<file path="src/rtl/ondra_snd_pkg.sv">
// Shared definitions for the Ondra SPO 186 programmable tone generator.
//   - Per-channel register offsets and control-register bit positions.
//   - Legacy tone table used when ONDRA_LEGACY_SND_EN is defined.
//   - Channel-state record held by each ondra_tone_channel instance.
// Period and counter fields are stored zero-extended to DivWMax bits.
// Channels only ever operate on the low DIV_W bits, so DIV_W must not exceed DivWMax.
package ondra_snd_pkg;

  localparam logic [1:0] OffPerLo = 2'd0;
  localparam logic [1:0] OffPerHi = 2'd1;
  localparam logic [1:0] OffCtrl  = 2'd2;
  localparam logic [1:0] OffStat  = 2'd3;

  localparam int unsigned CtrlEn   = 0;
  localparam int unsigned CtrlMode = 1;

  localparam int unsigned DivWMax = 32;

  typedef enum logic {
    ModeSquare  = 1'b0,
    ModeOneShot = 1'b1
  } tone_mode_e;

  typedef struct packed {
    logic               en;
    tone_mode_e         mode;
    logic [3:0]         vol;
    logic [DivWMax-1:0] pending;
    logic [DivWMax-1:0] active;
    logic [DivWMax-1:0] cnt;
    logic               tone;
    logic               busy;
  } chan_state_t;

  // Half-periods in 1 MHz ticks reproducing the original seven fixed tones.
  function automatic logic [15:0] legacy_period(input logic [2:0] code);
    logic [15:0] per;
    case (code)
      3'd1:    per = 16'd1302;
      3'd2:    per = 16'd825;
      3'd3:    per = 16'd605;
      3'd4:    per = 16'd366;
      3'd5:    per = 16'd331;
      3'd6:    per = 16'd310;
      3'd7:    per = 16'd285;
      default: per = 16'd0;
    endcase
    return per;
  endfunction

endpackage

</file>
<file path="src/rtl/ondra_tone_channel.sv">
// One tone channel: period registers, control, and the half-period counter engine.
// Ports:
//   clk_sys, reset_n  clock and asynchronous active-low reset
//   tick              prescaler strobe; the counter advances only on tick
//   we, off, din      register write (we already qualified by channel select)
//   ovr, ovr_period   legacy override: forces EN=1, square mode, VOL=15 and the given period
//   restart           behaves like an EN 0->1 write, using the effective configuration
//   rd_off, rd_data   combinational register read view
//   tone, vol         current square level and effective volume, for the mixer
module ondra_tone_channel
  import ondra_snd_pkg::*;
#(
  parameter int unsigned DIV_W = 16
) (
  input  logic        clk_sys,
  input  logic        reset_n,
  input  logic        tick,
  input  logic        we,
  input  logic [1:0]  off,
  input  logic [7:0]  din,
  input  logic        ovr,
  input  logic [15:0] ovr_period,
  input  logic        restart,
  input  logic [1:0]  rd_off,
  output logic [7:0]  rd_data,
  output logic        tone,
  output logic [3:0]  vol
);

  chan_state_t      st_q, st_d;
  logic [7:0]       lo_q, lo_d;
  logic             eff_en;
  tone_mode_e       eff_mode;
  logic [DIV_W-1:0] eff_pend;
  logic [DIV_W-1:0] cnt_w;
  logic [15:0]      act16;

  always_comb begin
    eff_en   = ovr | st_q.en;
    eff_mode = ovr ? ModeSquare : st_q.mode;
    eff_pend = ovr ? DIV_W'(ovr_period) : DIV_W'(st_q.pending);
    cnt_w    = DIV_W'(st_q.cnt);
    st_d     = st_q;
    lo_d     = lo_q;

    if (eff_en && tick) begin
      if (cnt_w == '0) begin
        // The new period is adopted at the reload, so changes never truncate a half-period.
        st_d.active = DivWMax'(eff_pend);
        if (eff_pend == '0) begin
          st_d.tone = 1'b0;
        end else begin
          st_d.cnt = DivWMax'(eff_pend - DIV_W'(1));
          if (eff_mode == ModeSquare) begin
            st_d.tone = ~st_q.tone;
          end else if (!st_q.tone) begin
            st_d.tone = 1'b1;
          end else begin
            st_d.tone = 1'b0;
            st_d.en   = 1'b0;
          end
        end
      end else begin
        st_d.cnt = DivWMax'(cnt_w - DIV_W'(1));
      end
    end

    if (restart) begin
      st_d.active = DivWMax'(eff_pend);
      st_d.cnt    = '0;
      st_d.tone   = 1'b0;
    end

    // Applied after the tick logic so a control write beats a one-shot self-clear.
    if (we) begin
      case (off)
        OffPerLo: lo_d = din;
        OffPerHi: st_d.pending = DivWMax'(DIV_W'({din, lo_q}));
        OffCtrl: begin
          if (din[CtrlEn] && !st_q.en && !ovr) begin
            st_d.active = DivWMax'(DIV_W'(st_q.pending));
            st_d.cnt    = '0;
            st_d.tone   = 1'b0;
          end
          st_d.en   = din[CtrlEn];
          st_d.mode = tone_mode_e'(din[CtrlMode]);
          st_d.vol  = din[7:4];
        end
        default: ;
      endcase
    end

    if (!(ovr | st_d.en)) begin
      st_d.tone = 1'b0;
    end
    st_d.busy = st_d.en & (st_d.mode == ModeOneShot);
  end

  always_ff @(posedge clk_sys or negedge reset_n) begin
    if (!reset_n) begin
      st_q <= '0;
      lo_q <= '0;
    end else begin
      st_q <= st_d;
      lo_q <= lo_d;
    end
  end

  assign act16 = st_q.active[15:0];

  always_comb begin
    case (rd_off)
      OffPerLo: rd_data = act16[7:0];
      OffPerHi: rd_data = act16[15:8];
      OffCtrl:  rd_data = {st_q.vol, 2'b00, logic'(st_q.mode), st_q.en};
      default:  rd_data = {6'b0, st_q.busy, st_q.tone};
    endcase
  end

  assign tone = st_q.tone;
  assign vol  = ovr ? 4'hF : st_q.vol;

endmodule

</file>
<file path="src/rtl/ondra_tone_gen.sv">
// Programmable multi-channel tone generator for the Ondra SPO 186 core.
// Holds the tick prescaler, register address decode, read-back mux, mixer and legacy override.
// Optional feature macro: ONDRA_LEGACY_SND_EN adds the 3-bit snd port driving channel 0.
// Ports:
//   clk_sys, reset_n  8 MHz system clock, asynchronous active-low reset
//   wr, rd            single-cycle write / read strobes
//   addr              {channel, offset}; din write data
//   dout              read data, registered, valid the cycle after rd
//   tone              raw per-channel square levels
//   audio             registered sum of the volumes of channels whose tone is high
//   snd               legacy tone select (ONDRA_LEGACY_SND_EN only)
module ondra_tone_gen
  import ondra_snd_pkg::*;
#(
  parameter int unsigned CHANNELS = 3,
  parameter int unsigned DIV_W    = 16,
  parameter int unsigned PRESCALE = 8,
  parameter int unsigned AW       = $clog2(CHANNELS) + 2
) (
  input  logic                             clk_sys,
  input  logic                             reset_n,
  input  logic                             wr,
  input  logic                             rd,
  input  logic [AW-1:0]                    addr,
  input  logic [7:0]                       din,
`ifdef ONDRA_LEGACY_SND_EN
  input  logic [2:0]                       snd,
`endif
  output logic [7:0]                       dout,
  output logic [CHANNELS-1:0]              tone,
  output logic [3+$clog2(CHANNELS+1):0]    audio
);

  localparam int unsigned PreW = (PRESCALE > 1) ? $clog2(PRESCALE) : 1;
  localparam int unsigned ChW  = (AW > 2) ? AW - 2 : 1;
  localparam int unsigned AudW = 4 + $clog2(CHANNELS + 1);

  logic [PreW-1:0] pre_q;
  logic            tick;
  logic [ChW-1:0]  ch;
  logic [1:0]      off;
  logic [7:0]      rdata [CHANNELS];
  logic [3:0]      vol_w [CHANNELS];
  logic [CHANNELS-1:0] we;
  logic [7:0]      dout_d;
  logic [AudW-1:0] sum;
  logic            ovr;
  logic [15:0]     ovr_period;
  logic            restart;

  assign tick = (pre_q == PreW'(PRESCALE - 1));

  always_ff @(posedge clk_sys or negedge reset_n) begin
    if (!reset_n) begin
      pre_q <= '0;
    end else begin
      pre_q <= tick ? '0 : pre_q + PreW'(1);
    end
  end

  // Shift rather than slice so a single-channel build (AW == 2) still elaborates.
  assign ch  = ChW'(addr >> 2);
  assign off = addr[1:0];

`ifdef ONDRA_LEGACY_SND_EN
  logic [2:0] snd_q;

  always_ff @(posedge clk_sys or negedge reset_n) begin
    if (!reset_n) begin
      snd_q <= '0;
    end else begin
      snd_q <= snd;
    end
  end

  assign ovr        = (snd != 3'd0);
  assign ovr_period = legacy_period(snd);
  assign restart    = (snd != snd_q);
`else
  assign ovr        = 1'b0;
  assign ovr_period = '0;
  assign restart    = 1'b0;
`endif

  for (genvar i = 0; i < CHANNELS; i++) begin : g_chan
    assign we[i] = wr && (ch == ChW'(i));

    ondra_tone_channel #(
      .DIV_W (DIV_W)
    ) u_chan (
      .clk_sys    (clk_sys),
      .reset_n    (reset_n),
      .tick       (tick),
      .we         (we[i]),
      .off        (off),
      .din        (din),
      .ovr        ((i == 0) ? ovr : 1'b0),
      .ovr_period (ovr_period),
      .restart    ((i == 0) ? restart : 1'b0),
      .rd_off     (off),
      .rd_data    (rdata[i]),
      .tone       (tone[i]),
      .vol        (vol_w[i])
    );
  end

  always_comb begin
    dout_d = 8'h00;
    for (int i = 0; i < CHANNELS; i++) begin
      if (ch == ChW'(i)) begin
        dout_d = rdata[i];
      end
    end
  end

  always_comb begin
    sum = '0;
    for (int i = 0; i < CHANNELS; i++) begin
      if (tone[i]) begin
        sum = sum + AudW'(vol_w[i]);
      end
    end
  end

  always_ff @(posedge clk_sys or negedge reset_n) begin
    if (!reset_n) begin
      dout  <= '0;
      audio <= '0;
    end else begin
      audio <= sum;
      if (rd) begin
        dout <= dout_d;
      end
    end
  end

endmodule

</file>
<file path="config.mk">
export PLATFORM = sky130hd
export DESIGN_NAME = ondra_tone_gen
export DESIGN_NICKNAME = d
export VERILOG_FILES = /design/src/rtl/ondra_snd_pkg.sv /design/src/rtl/ondra_tone_channel.sv /design/src/rtl/ondra_tone_gen.sv
export SDC_FILE = /design/constraint.sdc
export NUM_CORES = 1
export LEC_CHECK = 0
export CAP_MARGIN = 20
export CORE_MARGIN = 10
export CORE_UTILIZATION = 50
export CTS_BUF_LIST = sky130_fd_sc_hd__clkbuf_2
export CTS_CLUSTER_SIZE = 20
export DETAILED_ROUTE_END_ITERATION = 7
export HOLD_SLACK_MARGIN = 0.06
export PLACE_DENSITY = 0.67
export SLEW_MARGIN = 20
export SYNTH_ARGS = -nofsm -noshare
export SYNTH_HDL_FRONTEND = slang
export SYNTH_SLANG_ARGS = --single-unit
</file>
<file path="constraint.sdc">
create_clock -name clk_sys -period 7.98 [get_ports clk_sys]
set_input_delay 1.995 -clock clk_sys [delete_from_list [all_inputs] [get_ports clk_sys]]
set_output_delay 1.995 -clock clk_sys [all_outputs]
set_load 0.05 [all_outputs]
</file>
### Layout detail, run 1

The bar under the picture is 10 um long. Window x 66 to 106, y 32 to 72 um. Cells in grey, sequential cells in the stronger grey; small squares are vias.
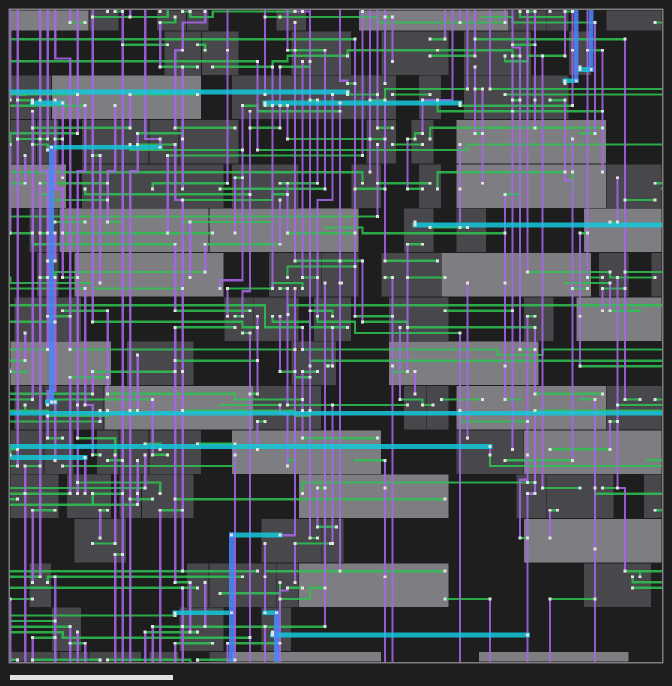
metal 3 -> cyan
metal 1 -> green
metal 2 -> purple
metal 4 -> blue
sequential cells in the window = 18
netlist names of flops here include = g_chan.u_chan.st_q (10), g_chan.u_chan.act16 (4), g_chan.u_chan.lo_q (3)
most frequent = dfrtp_1 (18), mux2_2 (15)
cells with their middle in the window = 87

### Cell sizes after repair, run 1

The bar under the picture is 50 um long.
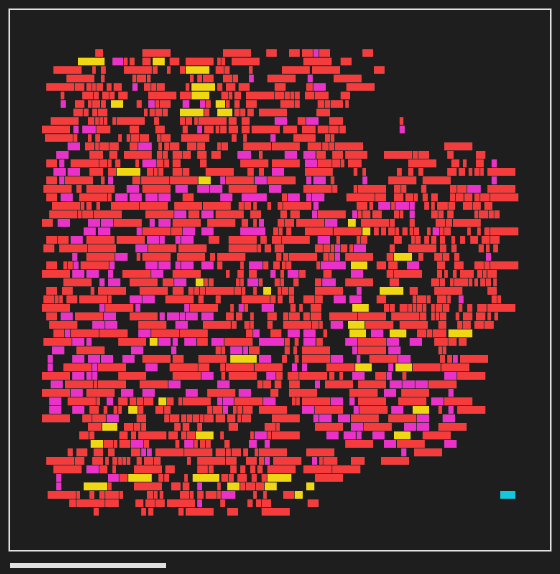
_6 and larger -> cyan  # cells 1, most used clkbuf_8
_3 and _4 cells -> yellow  # cells 42, most used mux2_4
_0 and _1 cells -> red  # cells 865, most used dfrtp_1
_2 cells -> magenta  # cells 243, most used mux2_2
slack of the critical path: 3629 ps
Finished Cell Area: 12650 um2
buffers outside the clock class: 39
synthesis-to-layout area growth: 8.263%

### Met1 routing, run 1

The bar under the picture is 50 um long. Supply wires on this layer in grey.
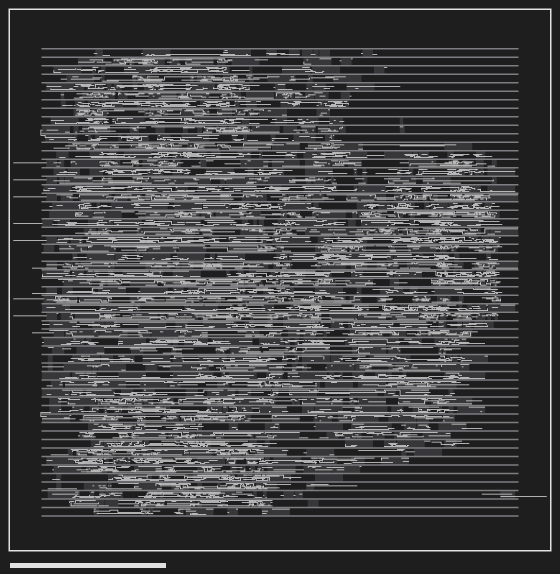
main direction = horizontal
share of all routed wire = 47%
wire length on this layer = 13800 um
nets with wire on the layer = 1089
longest straight run = 47.8 um
global-route met1 utilization: 27.04%
total number of vias: 8715

==> impl_results.rst, run 1 <==
Run summary
-----------

.. list-table::
   :header-rows: 1

   * - Metric
     - Value
   * - Capturing element type of the critical path
     - primary output
   * - Worst hold path class
     - reg2reg
   * - Share of synthesized cell area in and, or, nand and nor gates
     - between 10% and 20%
   * - Final Hold Vio Count
     - 0
   * - Post-synthesis cell type count
     - 96
   * - Gr ovfl total
     - 0
   * - Post-synth net total
     - about 1100
   * - Cell resize tally after clock tree synthesis
     - 0
   * - Largest Register
     - g_chan.u_chan.st_q
   * - Power consumed by sequential cells
     - between 1.5 and 2 mW
   * - Number of buffers added on ports
     - 32
   * - Overall power of the completed layout
     - about 3.2 mW
   * - Share of cells above drive strength 1
     - 24.85%
   * - Met1 Wirelength
     - 13810 um
   * - Final antenna-violating net count
     - 0
   * - Combinational group share of total power
     - 28.4%
   * - Total of clock buffers placed in the layout
     - about 81
   * - Share of synthesized cell area in full adder, half adder and majority cells
     - ~2.7%
   * - Static leakage power
     - between 5 and 6 nW
   * - CTS tree
     - yes
   * - Number of flip-flops under the largest register name
     - a little under 70
   * - Maximum resistive drop on vdd
     - about 0.00016 V
   * - Pin count of the biggest net entering global routing
     - a little over 80
   * - Dominant kind of combinational cell
     - simple AND/OR/NAND/NOR gates
   * - Number of remaining DRC errors
     - 0
   * - Flop share of the area
     - about two fifths
   * - Portion of the post-synthesis area used by sequential elements
     - between 40% and 50%
   * - DR WL/cell
     - 20.09 um
   * - Initial antenna violation count
     - 1
   * - Inverter count of the layout excluding clock inverters
     - 25
   * - Avg Vias per Cell
     - between 5 and 6
   * - Wire length of the first global-routing pass
     - between 40000 and 50000 um
   * - Area share of and-or/or-and cells after synthesis
     - between 10% and 20%
   * - Critical path cell sequence
     - clkdlybuf4s50_1
   * - Sum Neg Setup Slack
     - 0 ps
   * - Xor/xnor share of the synthesized area
     - 3.222%
   * - Time the worst path needs with I/O delays and setup
     - 4351 ps
   * - Most used routing layer
     - met2
   * - R2r worst-path depth
     - 6
   * - Critical path class
     - reg2out
   * - Core area
     - ~23000 um2
   * - Post-detailed-placement half-perimeter wirelength
     - a little over 20000 um
   * - Clock transition time at the flip-flop clock pins of the worst setup and hold paths
     - ~100 ps
   * - Final period util
     - between 50% and 60%
   * - Total global routing track utilization
     - slightly below 20%
   * - Combinational share of cell area
     - between 40% and 50%
   * - CP Buf/Inv Count
     - 1
   * - # Post-CTS Setup Buffers
     - 0
   * - Main area contributors
     - dfrtp_1 (45%), mux2_2 (13%), ha_1 (2.4%)
   * - Total iterations of the first detailed-routing run
     - 5
   * - Initial Utilization
     - approximately half
   * - Count of hold-fix buffers inserted at cts
     - 0
   * - Delay contributed by the slowest stage of the critical path
     - roughly 950 ps
   * - # Max-Cap Violations
     - 0
   * - Critical path fanouts, max
     - 10
   * - Count of placed standard cells in the final layout, fillers left out
     - approximately 1500
   * - X dimension of the die
     - 172.9 um
   * - TritonCTS sink count
     - roughly 210
   * - Met3 track demand over resource
     - between 3 and 4%
   * - Top FF cell, synth
     - dfrtp_1
   * - Post-synthesis instance area
     - ~12000 um2
   * - Comb_multi_in
     - 781
   * - Vias in the first global route
     - 8677
   * - Slew @ Worst Pin
     - ~960 ps
   * - Ys cells
     - roughly 1100
   * - Kind of start point of the critical path
     - register
   * - Net count, final
     - ~1200
   * - Fin Clk Skew
     - a little under 90 ps
   * - Proportion of total power due to net switching
     - about two fifths
   * - I/O pins
     - 33
   * - Number of flip-flops and latches
     - about 210
   * - Total net switching power
     - between 1 and 1.5 mW
   * - RSZ-0062 raised after global routing
     - false
   * - Number of synthesized flops with an enable pin
     - 0
   * - Log Warnings
     - 32
   * - Required arrival time at the worst endpoint
     - roughly 6000 ps
   * - Stages on worst setup path
     - 1
   * - Launching point of the worst reg2reg path
     - pre_q[0]$_DFF_PN0_
   * - Terminating pin of the worst hold path
     - pre_q[0]$_DFF_PN0_
   * - Number of buffers inserted during clock tree synthesis
     - 55
   * - Rel. slew slack
     - a little over a third
   * - Largest delay contributor family on the critical path
     - buffers and inverters
   * - Final wirelength
     - around 30000 um
   * - Arrival time at the worst endpoint
     - roughly 2400 ps
   * - Post-synthesis register bit count
     - ~210
   * - Number of setup violations in the final report
     - 0
   * - MI comb area
     - between 6000 and 7000 um2
   * - Power density cells
     - 255.6 nW/um2
   * - NonClk Buf Share
     - slightly below 3%
   * - Clk ins delay skew pair
     - 820 ps
   * - Max stage delay cell, worst path
     - clkdlybuf4s50_1
   * - Worst hold path depth
     - 1
   * - Startpoint of the worst hold path
     - pre_q[0]$_DFF_PN0_
   * - Most frequently placed logic cells in the final layout
     - dfrtp_1 (209), mux2_2 (132), clkbuf_2 (81)
   * - Crit path launch
     - g_chan[1].u_chan.tone$_DFF_PN0_
   * - Synthesized instance count
     - 1060
   * - Number of tap instances
     - roughly 310
   * - Max-slew violation total from the final report
     - 0
   * - Mean instance size in the synthesized netlist
     - ~11 um2
   * - Chip Footprint
     - between 20000 and 30000 um2
   * - Post-Place Cell Area
     - 12180 um2
   * - Total length of routed met2 wires
     - 13570 um
   * - Comb group
     - between 0.9 and 1 mW
   * - Final Core Density
     - between 50% and 60%
   * - Number of levels in the clock H-tree
     - 2
   * - Clk pwr
     - 0.711 mW
   * - Total area of sequential cells
     - 5230 um2
   * - Internal power consumption
     - ~2 mW
   * - Largest type area fraction
     - ~45%
   * - Total cell area reported by yosys after synthesis
     - ~12000 um2
   * - Violation count after the first detailed-routing iteration
     - ~750
   * - Post-placement cell count
     - about 1400
   * - Worst hold slack
     - 428.6 ps
   * - Buffer type at the clock tree root
     - clkbuf_2
   * - Seq pwr share
     - 49.6%
   * - Highest layer used for signal routing
     - met4
   * - Timing-limited maximum frequency
     - approximately 230 MHz
   * - Async S/R FF share, synth
     - 100.0%
   * - Number of rows created at floorplan
     - about 55
   * - Met2 GRT Util
     - between 20% and 30%
   * - Reg-to-reg slack, setup
     - between 4000 and 5000 ps
   * - Die outline height
     - about 170 um
   * - Gpl congestion
     - around 0.9
   * - Diode count
     - 1
   * - Layout fillers
     - 2057
   * - Top pwr grp
     - registers
   * - Most area-hungry cell type in the Yosys netlist
     - dfrtp_1
   * - Reg2Reg Capture Point
     - g_chan[1].u_chan.act16[2]$_DFF_PN0_
   * - Longest Clk Path Bufs
     - 3
   * - Total met3 wirelength after detailed routing
     - 1430 um
   * - Portion of total power attributed to the clock network
     - approximately 22%
   * - Most area-hungry cell class in the final design
     - logic gates
   * - Mux cell area share after synthesis
     - around 16%
   * - Outcome
     - finished, final reports clean
   * - Most common cell after layout, fill and taps aside
     - dfrtp_1
   * - Setup Slack @ Placement
     - a little under 3000 ps
   * - Leading cell type by number of instances after synthesis
     - dfrtp_1
   * - Critical path capture point
     - tone[1]
   * - YS warnings
     - 0
   * - Top post-synthesis cells by count
     - dfrtp_1 (209), mux2_2 (132), nor2_1 (70)
### Routing congestion map, run 1

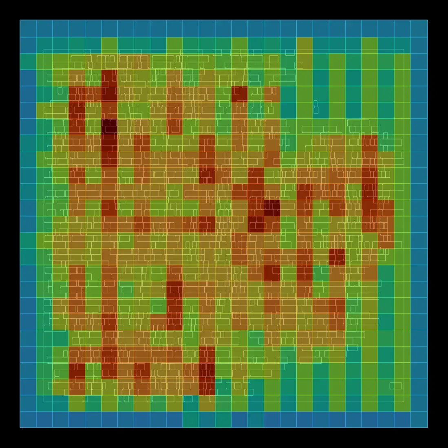

--- run 2 (diff from run 1) ---
clock period = 4.35 ns   (was 7.98 ns; I/O delays follow)
### Routing congestion map, run 2

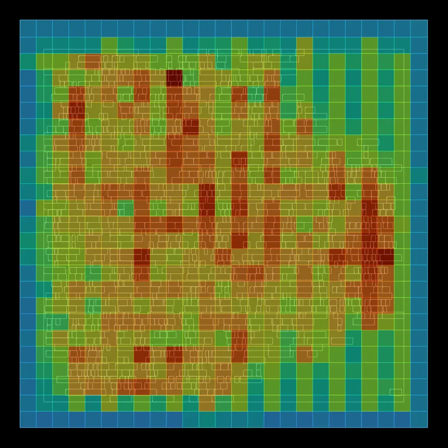
met2 GRT Util: 30.58%
global-route met1 utilization: 27.30%
Final Core Density: 55.85%
met3 track demand over resource: 3.333%

==> run 2 against run 1 <==
Power is 86% higher. Combinational power is 84% higher. Clock skew is 17 ps higher. Sequential power is 84% higher. Critical path depth stayed put. Global-route usage is 0.22 points higher. Worst setup slack worse by 2800 ps. Worst hold slack worse by 84 ps. Sequential share of layout area is 0.34 points lower. Non-clock buffer count is 8 higher. Final area is 0.84% higher. Sequential cell count stayed put. Critical path type unchanged.
==> impl_results.rst, run 2 <==
Run summary
-----------

.. list-table::
   :header-rows: 1

   * - Metric
     - Value
   * - Outcome
     - finished, final reports clean
   * - Internal power consumption
     - ~3.7 mW
   * - YS warnings
     - 0
   * - X dimension of the die
     - approximately 170 um
   * - Chip Footprint
     - about 30000 um2
   * - Share of cells above drive strength 1
     - 25.34%
   * - Clk pwr
     - ~1.4 mW
   * - Stages on worst setup path
     - 1
   * - Launching point of the worst reg2reg path
     - g_chan[0].u_chan.cnt_w[0]$_DFF_PN0_
   * - Gpl congestion
     - between 0.8 and 0.9
   * - Final period util
     - 80.54%
   * - Log Warnings
     - 34
   * - Clk ins delay skew pair
     - 870 ps
   * - Mux cell area share after synthesis
     - approximately 16%
   * - Static leakage power
     - roughly 5.5 nW
   * - Net count, final
     - around 1200
   * - Total length of routed met2 wires
     - 13970 um
   * - Rel. slew slack
     - between 30% and 40%
   * - Worst hold path class
     - in2async
   * - Final wirelength
     - 29700 um
   * - # Max-Cap Violations
     - 0
   * - Total net switching power
     - 2.291 mW
   * - Seq pwr share
     - approximately half
   * - Delay contributed by the slowest stage of the critical path
     - 920 ps
   * - Most frequently placed logic cells in the final layout
     - dfrtp_1 (209), mux2_2 (132), clkbuf_2 (79)
   * - DR WL/cell
     - roughly 20 um
   * - Buffers outside the clock class
     - ~47
   * - Met1 Wirelength
     - approximately 14000 um
   * - Vias in the first global route
     - just under 9000
   * - Total cell area reported by yosys after synthesis
     - 11690 um2
   * - Portion of total power attributed to the clock network
     - 22.9%
   * - Critical path capture point
     - tone[1]
   * - Slack of the critical path
     - ~850 ps
   * - Post-synth net total
     - about 1100
   * - Post-placement cell count
     - around 1400
   * - Initial Utilization
     - 51.16%
   * - CP Buf/Inv Count
     - 1
   * - Combinational share of cell area
     - 47.72%
   * - # Post-CTS Setup Buffers
     - 0
   * - Largest type area fraction
     - between 40 and 50%
   * - Violation count after the first detailed-routing iteration
     - between 800 and 900
   * - Post-Place Cell Area
     - roughly 12000 um2
   * - Xor/xnor share of the synthesized area
     - under 10%
   * - Core area
     - ~23000 um2
   * - Max stage delay cell, worst path
     - clkdlybuf4s50_1
   * - Most area-hungry cell type in the Yosys netlist
     - dfrtp_1
   * - Number of levels in the clock H-tree
     - 2
   * - Power density cells
     - about 470 nW/um2
   * - Count of hold-fix buffers inserted at cts
     - 0
   * - Total global routing track utilization
     - between 10% and 20%
   * - Slew @ Worst Pin
     - roughly 910 ps
   * - Reg2Reg Capture Point
     - g_chan[0].u_chan.act16[9]$_DFF_PN0_
   * - Total number of vias
     - between 8000 and 9000
   * - Most area-hungry cell class in the final design
     - logic gates
   * - Power consumed by sequential cells
     - 2.95 mW
   * - Synthesis-to-layout area growth
     - 9.174%
   * - Post-synthesis cell type count
     - about 96
   * - Number of buffers added on ports
     - 32
   * - Combinational group share of total power
     - between 20% and 30%
   * - Count of placed standard cells in the final layout, fillers left out
     - around 1500
   * - Top pwr grp
     - registers
   * - Most common cell after layout, fill and taps aside
     - dfrtp_1
   * - Time the worst path needs with I/O delays and setup
     - 3503 ps
   * - Avg Vias per Cell
     - 6.028
   * - Fin Clk Skew
     - approximately 110 ps
   * - Async S/R FF share, synth
     - 100.0%
   * - Clock transition time at the flip-flop clock pins of the worst setup and hold paths
     - about 120 ps
   * - CTS tree
     - yes
   * - Total of clock buffers placed in the layout
     - 79
   * - Comb group
     - 1.69 mW
   * - Overall power of the completed layout
     - around 6 mW
   * - Finished Cell Area
     - between 10000 and 15000 um2
   * - NonClk Buf Share
     - 3.520%
   * - Largest Register
     - g_chan.u_chan.st_q
Power is estimated from default activity; no workload was simulated.
